### src/rtl/selective_flush_pipe_reg_pkg.sv
// Shared types and the wrap-aware flush range test used by selective_flush_pipe_reg.
// The optional killed-op statistic is enabled with RSD_PIPE_REG_FLUSH_STAT_EN.
package selective_flush_pipe_reg_pkg;

  // Widest active-list pointer the shared range function accepts.
  localparam int PTR_MAX = 16;

  typedef struct packed {
    logic stall;
    logic clear;
  } pipeline_control_t;

  // head==tail is the empty range; head>tail wraps past the top of the active list.
  function automatic logic range_hit(input logic [PTR_MAX-1:0] p,
                                     input logic [PTR_MAX-1:0] head,
                                     input logic [PTR_MAX-1:0] tail);
    logic hit;
    hit = 1'b0;
    if (head < tail) begin
      hit = (p >= head) && (p < tail);
    end else if (head > tail) begin
      hit = (p >= head) || (p < tail);
    end
    return hit;
  endfunction

endpackage

### src/rtl/selective_flush_range_check.sv
// Combinational per-lane flush hit vector for one row of pipeline slots.
// The vector is already gated by flush_valid.
module selective_flush_range_check
  import selective_flush_pipe_reg_pkg::*;
#(
  parameter int LANES     = 2,
  parameter int PTR_WIDTH = 6
) (
  input  logic [LANES*PTR_WIDTH-1:0] ptr,
  input  logic [PTR_WIDTH-1:0]       head,
  input  logic [PTR_WIDTH-1:0]       tail,
  input  logic                       flush_valid,
  output logic [LANES-1:0]           hit
);

  always_comb begin
    hit = '0;
    for (int l = 0; l < LANES; l++) begin
      hit[l] = flush_valid & range_hit(PTR_MAX'(ptr[l*PTR_WIDTH +: PTR_WIDTH]),
                                       PTR_MAX'(head), PTR_MAX'(tail));
    end
  end

endmodule

### src/rtl/selective_flush_pipe_reg.sv
// Multi-lane, multi-stage pipeline register with stall, clear and selective flush.
// Define RSD_PIPE_REG_FLUSH_STAT_EN to add the saturating flushCount output.
module selective_flush_pipe_reg
  import selective_flush_pipe_reg_pkg::*;
#(
  parameter int LANES      = 2,
  parameter int DEPTH      = 2,
  parameter int DATA_WIDTH = 32,
  parameter int PTR_WIDTH  = 6
) (
  input  logic                           clk,
  input  logic                           rst,
  input  logic                           stall,
  input  logic                           clear,
  input  logic [LANES-1:0]               inValid,
  input  logic [LANES*PTR_WIDTH-1:0]     inPtr,
  input  logic [LANES*DATA_WIDTH-1:0]    inData,
  input  logic                           flushValid,
  input  logic [PTR_WIDTH-1:0]           flushHeadPtr,
  input  logic [PTR_WIDTH-1:0]           flushTailPtr,
  output logic [LANES-1:0]               outValid,
  output logic [LANES*PTR_WIDTH-1:0]     outPtr,
  output logic [LANES*DATA_WIDTH-1:0]    outData,
  output logic [$clog2(DEPTH*LANES+1)-1:0] occupancy
`ifdef RSD_PIPE_REG_FLUSH_STAT_EN
  ,
  output logic [15:0]                    flushCount
`endif
);

  localparam int OCC_W = $clog2(DEPTH*LANES+1);

  pipeline_control_t ctrl;
  assign ctrl = '{stall: stall, clear: clear};

  logic [LANES-1:0]            valid_q [DEPTH];
  logic [LANES*PTR_WIDTH-1:0]  ptr_q   [DEPTH];
  logic [LANES*DATA_WIDTH-1:0] data_q  [DEPTH];
  logic [LANES-1:0]            valid_d [DEPTH];
  logic [LANES-1:0]            hit_stage [DEPTH];
  logic [LANES-1:0]            hit_in;
  logic [OCC_W-1:0]            occ_q;
  logic [OCC_W-1:0]            occ_d;

  for (genvar s = 0; s < DEPTH; s++) begin : g_stage_check
    selective_flush_range_check #(.LANES(LANES), .PTR_WIDTH(PTR_WIDTH)) u_check (
      .ptr         (ptr_q[s]),
      .head        (flushHeadPtr),
      .tail        (flushTailPtr),
      .flush_valid (flushValid),
      .hit         (hit_stage[s])
    );
  end

  selective_flush_range_check #(.LANES(LANES), .PTR_WIDTH(PTR_WIDTH)) u_in_check (
    .ptr         (inPtr),
    .head        (flushHeadPtr),
    .tail        (flushTailPtr),
    .flush_valid (flushValid),
    .hit         (hit_in)
  );

  // Each written valid is its source valid filtered by the flush hit of that source.
  always_comb begin
    for (int s = 0; s < DEPTH; s++) begin
      valid_d[s] = '0;
    end
    occ_d = '0;
    if (ctrl.stall) begin
      for (int s = 0; s < DEPTH; s++) begin
        valid_d[s] = valid_q[s] & ~hit_stage[s];
      end
    end else begin
      valid_d[0] = inValid & ~hit_in;
      for (int s = 1; s < DEPTH; s++) begin
        valid_d[s] = valid_q[s-1] & ~hit_stage[s-1];
      end
    end
    for (int s = 0; s < DEPTH; s++) begin
      for (int l = 0; l < LANES; l++) begin
        occ_d = occ_d + OCC_W'(valid_d[s][l]);
      end
    end
  end

  always_ff @(posedge clk) begin
    if (rst) begin
      for (int s = 0; s < DEPTH; s++) begin
        valid_q[s] <= '0;
        ptr_q[s]   <= '0;
        data_q[s]  <= '0;
      end
      occ_q <= '0;
    end else if (ctrl.clear) begin
      for (int s = 0; s < DEPTH; s++) begin
        valid_q[s] <= '0;
      end
      occ_q <= '0;
    end else begin
      for (int s = 0; s < DEPTH; s++) begin
        valid_q[s] <= valid_d[s];
      end
      if (!ctrl.stall) begin
        ptr_q[0]  <= inPtr;
        data_q[0] <= inData;
        for (int s = 1; s < DEPTH; s++) begin
          ptr_q[s]  <= ptr_q[s-1];
          data_q[s] <= data_q[s-1];
        end
      end
      occ_q <= occ_d;
    end
  end

  assign outValid  = valid_q[DEPTH-1];
  assign outPtr    = ptr_q[DEPTH-1];
  assign outData   = data_q[DEPTH-1];
  assign occupancy = occ_q;

`ifdef RSD_PIPE_REG_FLUSH_STAT_EN
  localparam int KILL_W = $clog2(DEPTH*LANES+LANES+1);

  logic [KILL_W-1:0] kill_cnt;
  logic [16:0]       fc_sum;
  logic [15:0]       fc_q;

  // A kill is counted only for a slot that would otherwise be written this cycle;
  // the last stage leaving the pipe on a shift is not a kill.
  always_comb begin
    kill_cnt = '0;
    for (int s = 0; s < DEPTH; s++) begin
      if (ctrl.stall || (s < DEPTH-1)) begin
        for (int l = 0; l < LANES; l++) begin
          kill_cnt = kill_cnt + KILL_W'(valid_q[s][l] & hit_stage[s][l]);
        end
      end
    end
    if (!ctrl.stall) begin
      for (int l = 0; l < LANES; l++) begin
        kill_cnt = kill_cnt + KILL_W'(inValid[l] & hit_in[l]);
      end
    end
    fc_sum = {1'b0, fc_q} + 17'(kill_cnt);
  end

  always_ff @(posedge clk) begin
    if (rst) begin
      fc_q <= '0;
    end else if (!ctrl.clear) begin
      fc_q <= fc_sum[16] ? 16'hFFFF : fc_sum[15:0];
    end
  end

  assign flushCount = fc_q;
`endif

endmodule

### config.mk
export PLATFORM = sky130hd
export DESIGN_NAME = selective_flush_pipe_reg
export DESIGN_NICKNAME = d
export VERILOG_FILES = /design/src/rtl/selective_flush_pipe_reg_pkg.sv /design/src/rtl/selective_flush_range_check.sv /design/src/rtl/selective_flush_pipe_reg.sv
export SDC_FILE = /design/constraint.sdc
export NUM_CORES = 1
export LEC_CHECK = 0
export CORE_ASPECT_RATIO = 1.5
export CORE_MARGIN = 2
export CORE_UTILIZATION = 40
export CTS_CLUSTER_SIZE = 10
export DETAILED_ROUTE_END_ITERATION = 8
export PLACE_DENSITY_LB_ADDON = 0.3
export RECOVER_POWER = 100
export SLEW_MARGIN = 15
export SYNTH_ARGS = -nofsm -noshare
export SYNTH_HDL_FRONTEND = slang
export SYNTH_HIERARCHICAL = 1
export SYNTH_SLANG_ARGS = --single-unit
### constraint.sdc
create_clock -name clk -period 9 [get_ports clk]
set_input_delay 1.8 -clock clk [delete_from_list [all_inputs] [get_ports clk]]
set_output_delay 1.8 -clock clk [all_outputs]
set_load 0.03 [all_outputs]
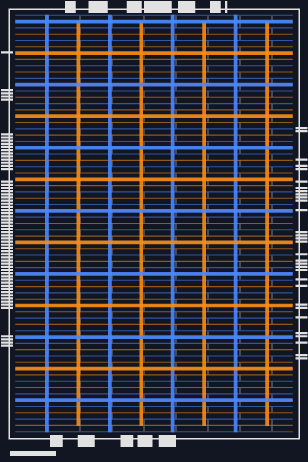
*Floorplan with the power grid*
Scale bar: 20 um. Pins as bars on the die edge. Tap cells in gray.
Orange marks VDD. Blue marks VSS.
272 tap cells. The core has 66 rows. 13 straps on met5. 176 signal pins sit on the boundary.

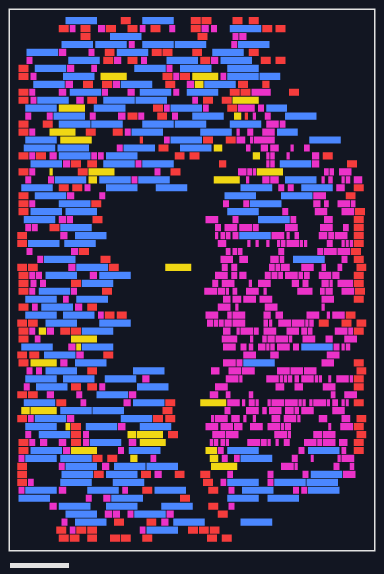
*Cell classes on the final placement*
Scale bar: 20 um.
Yellow marks clock drivers and dummy loads, cells 32, share of their area 5.4%. Magenta marks remaining logic cells, cells 440, share of their area 32%. Red marks remaining buffers and delay cells, cells 179, share of their area 17%. Blue marks sequential cells, cells 159, share of their area 46%.

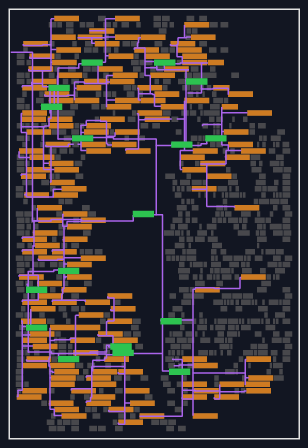
*Routed clock nets over the placement*
Green marks clock-net drivers, count 17. Orange marks flip-flops, count 159. Purple marks clock wires, length 2,020 um.
Position of the flops: all over the die. There are 18 routed clock nets.

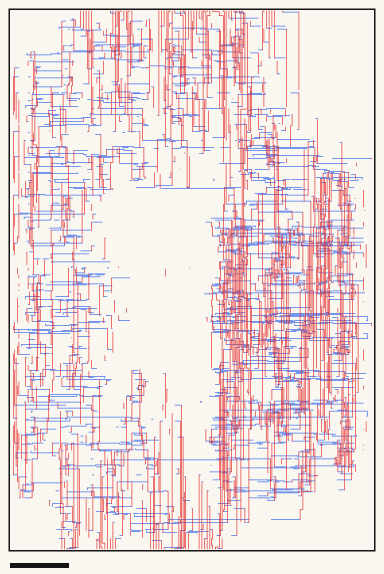
*Routed metal, one color a layer*
Scale bar: 20 um. Two of the layers only.
Red marks M2, wire length 9,780 um. Blue marks M1, wire length 5,950 um.
per-cell routed wire length: 16.4 um
all-layer global routing usage: 15.7%

==> qor.yml <==
timing:
  postLayoutSetupSlackWorst_ps: 2400
  final_hold_viol_count: 0
  slew_violations: 138
  tightest_slew_ps: 4210
  tns_ps: 0
  finalSetupViolations: 0
placement:
  place.gp.congestion: 0.858
  place_hpwl_mm: 13.3
floorplan:
  chip_area_mm2: 0.0229
  initial_core_util_pct: 40.5
drt:
  remaining_drc_errors: 0
  wl_mm: 17.7
  drtIter0Drc: 215
  dr.pass1.iters: 4
setup_path:
  startpoint: "stall"
  max_stage_delay_ps: 3010
  endpoint: "data_q[0][39]"
  r2r-end: "occupancy[1]"
synth:
  avgSynthCellArea_um2: 12.6
  yosys_cells: 691
  async_flop_share_pct: 0
power:
  power_leakage_nw: 4.47
  power_density_mw_per_mm2: 173
  p_sw_share_pct: 25.7
  p_int_mw: 1.38
cells_and_area:
  buffers: 179
  seq-cell-share_pct: 44.3
  n_clock_buffer: 18
  largest_class: "registers"
  sh_comb_area_pct: 29.1
  seq_area_mm2: 0.00474
  logic_gate_count: 395
  buf_share_pct: 16.6
  mostFrequentLayoutCells: "edfxtp_1, clkdlybuf4s50_1, ha_1"
run:
  max-cap-violations: 2
clock_tree:
  path_clk_slew_ps: 60
  hold_buffers: 0
  cts_max_path_buffers: 2
status:
  status: "finished with violations"
  violations: "max-capacitance violations, max-slew violations"
global_routing:
  antenna_found_initial: 0
  grt_pass1_wl_mm: 27.0
  gr-max-usage-layer: "met2"
min_path:
  min_path_type: "flip-flop to flip-flop"
-- kinds of logic after synthesis --
kind of cell	count (synthesis)	share of synthesized area, %
fa+ha+maj	87	12.6
flops	159	54.6
buf+inv	140	9.71
compound gates	80	6.37
other cells	1	0.0432
simple gates	224	16.7
-- power by group through the flow --
| stage | Clock [mW] | Sequential, mW | Combinational, mW |
|---|---|---|---|
| 2_1_floorplan | 0 | 0.902 | 0.187 |
| 3_3_place_gp | 0 | 0.901 | 0.290 |
| 3_5_place_dp | 0 | 0.902 | 0.292 |
| 4_1_cts | 0.710 | 0.887 | 0.294 |
| 5_1_grt | 0.738 | 0.893 | 0.307 |
| 6_report | 0.687 | 0.887 | 0.281 |
-- Yosys cell counts, drive strengths merged, types with 4 or more instances --
cell | n | area [um2]
edfxtp | 156 | 4680
and2 | 155 | 1030
ha | 86 | 1080
buf | 80 | 608
inv | 45 | 169
a21oi | 28 | 140
clkbuf | 15 | 66.3
o21ai | 15 | 86.3
nand2 | 13 | 48.8
or3b | 10 | 87.6
nand2b | 9 | 56.3
nand3 | 9 | 45.0
or2 | 7 | 43.8
a2111oi | 6 | 71.3
a211oi | 6 | 60.1
a21o | 6 | 45.0
nand4 | 6 | 37.5
nor2b | 6 | 40.0
o2111ai | 6 | 52.6
nand3b | 4 | 30.0
nor2 | 4 | 15.0
o21bai | 4 | 30.0
-- per-stage QoR --
step | hold WS, ps | power [mW] | utilization (%) | cells
after global routing | 538 | 1.94 | 49.9 | 1082
final | 515 | 1.86 | 49.9 | 1082
after global placement | 500 | 1.19 | 47.3 | 1050
after CTS | 516 | 1.89 | 49.9 | 1082
after detailed placement | 501 | 1.19 | 47.3 | 1050
after floorplan | 497 | 1.09 | - | 694
-- state kept, by name (all words and copies together) (netlist names) --
name / cells
ptr_q: 24
valid_q: 4
occupancy: 3
data_q: 128
Power and IR drop assume default switching activity.
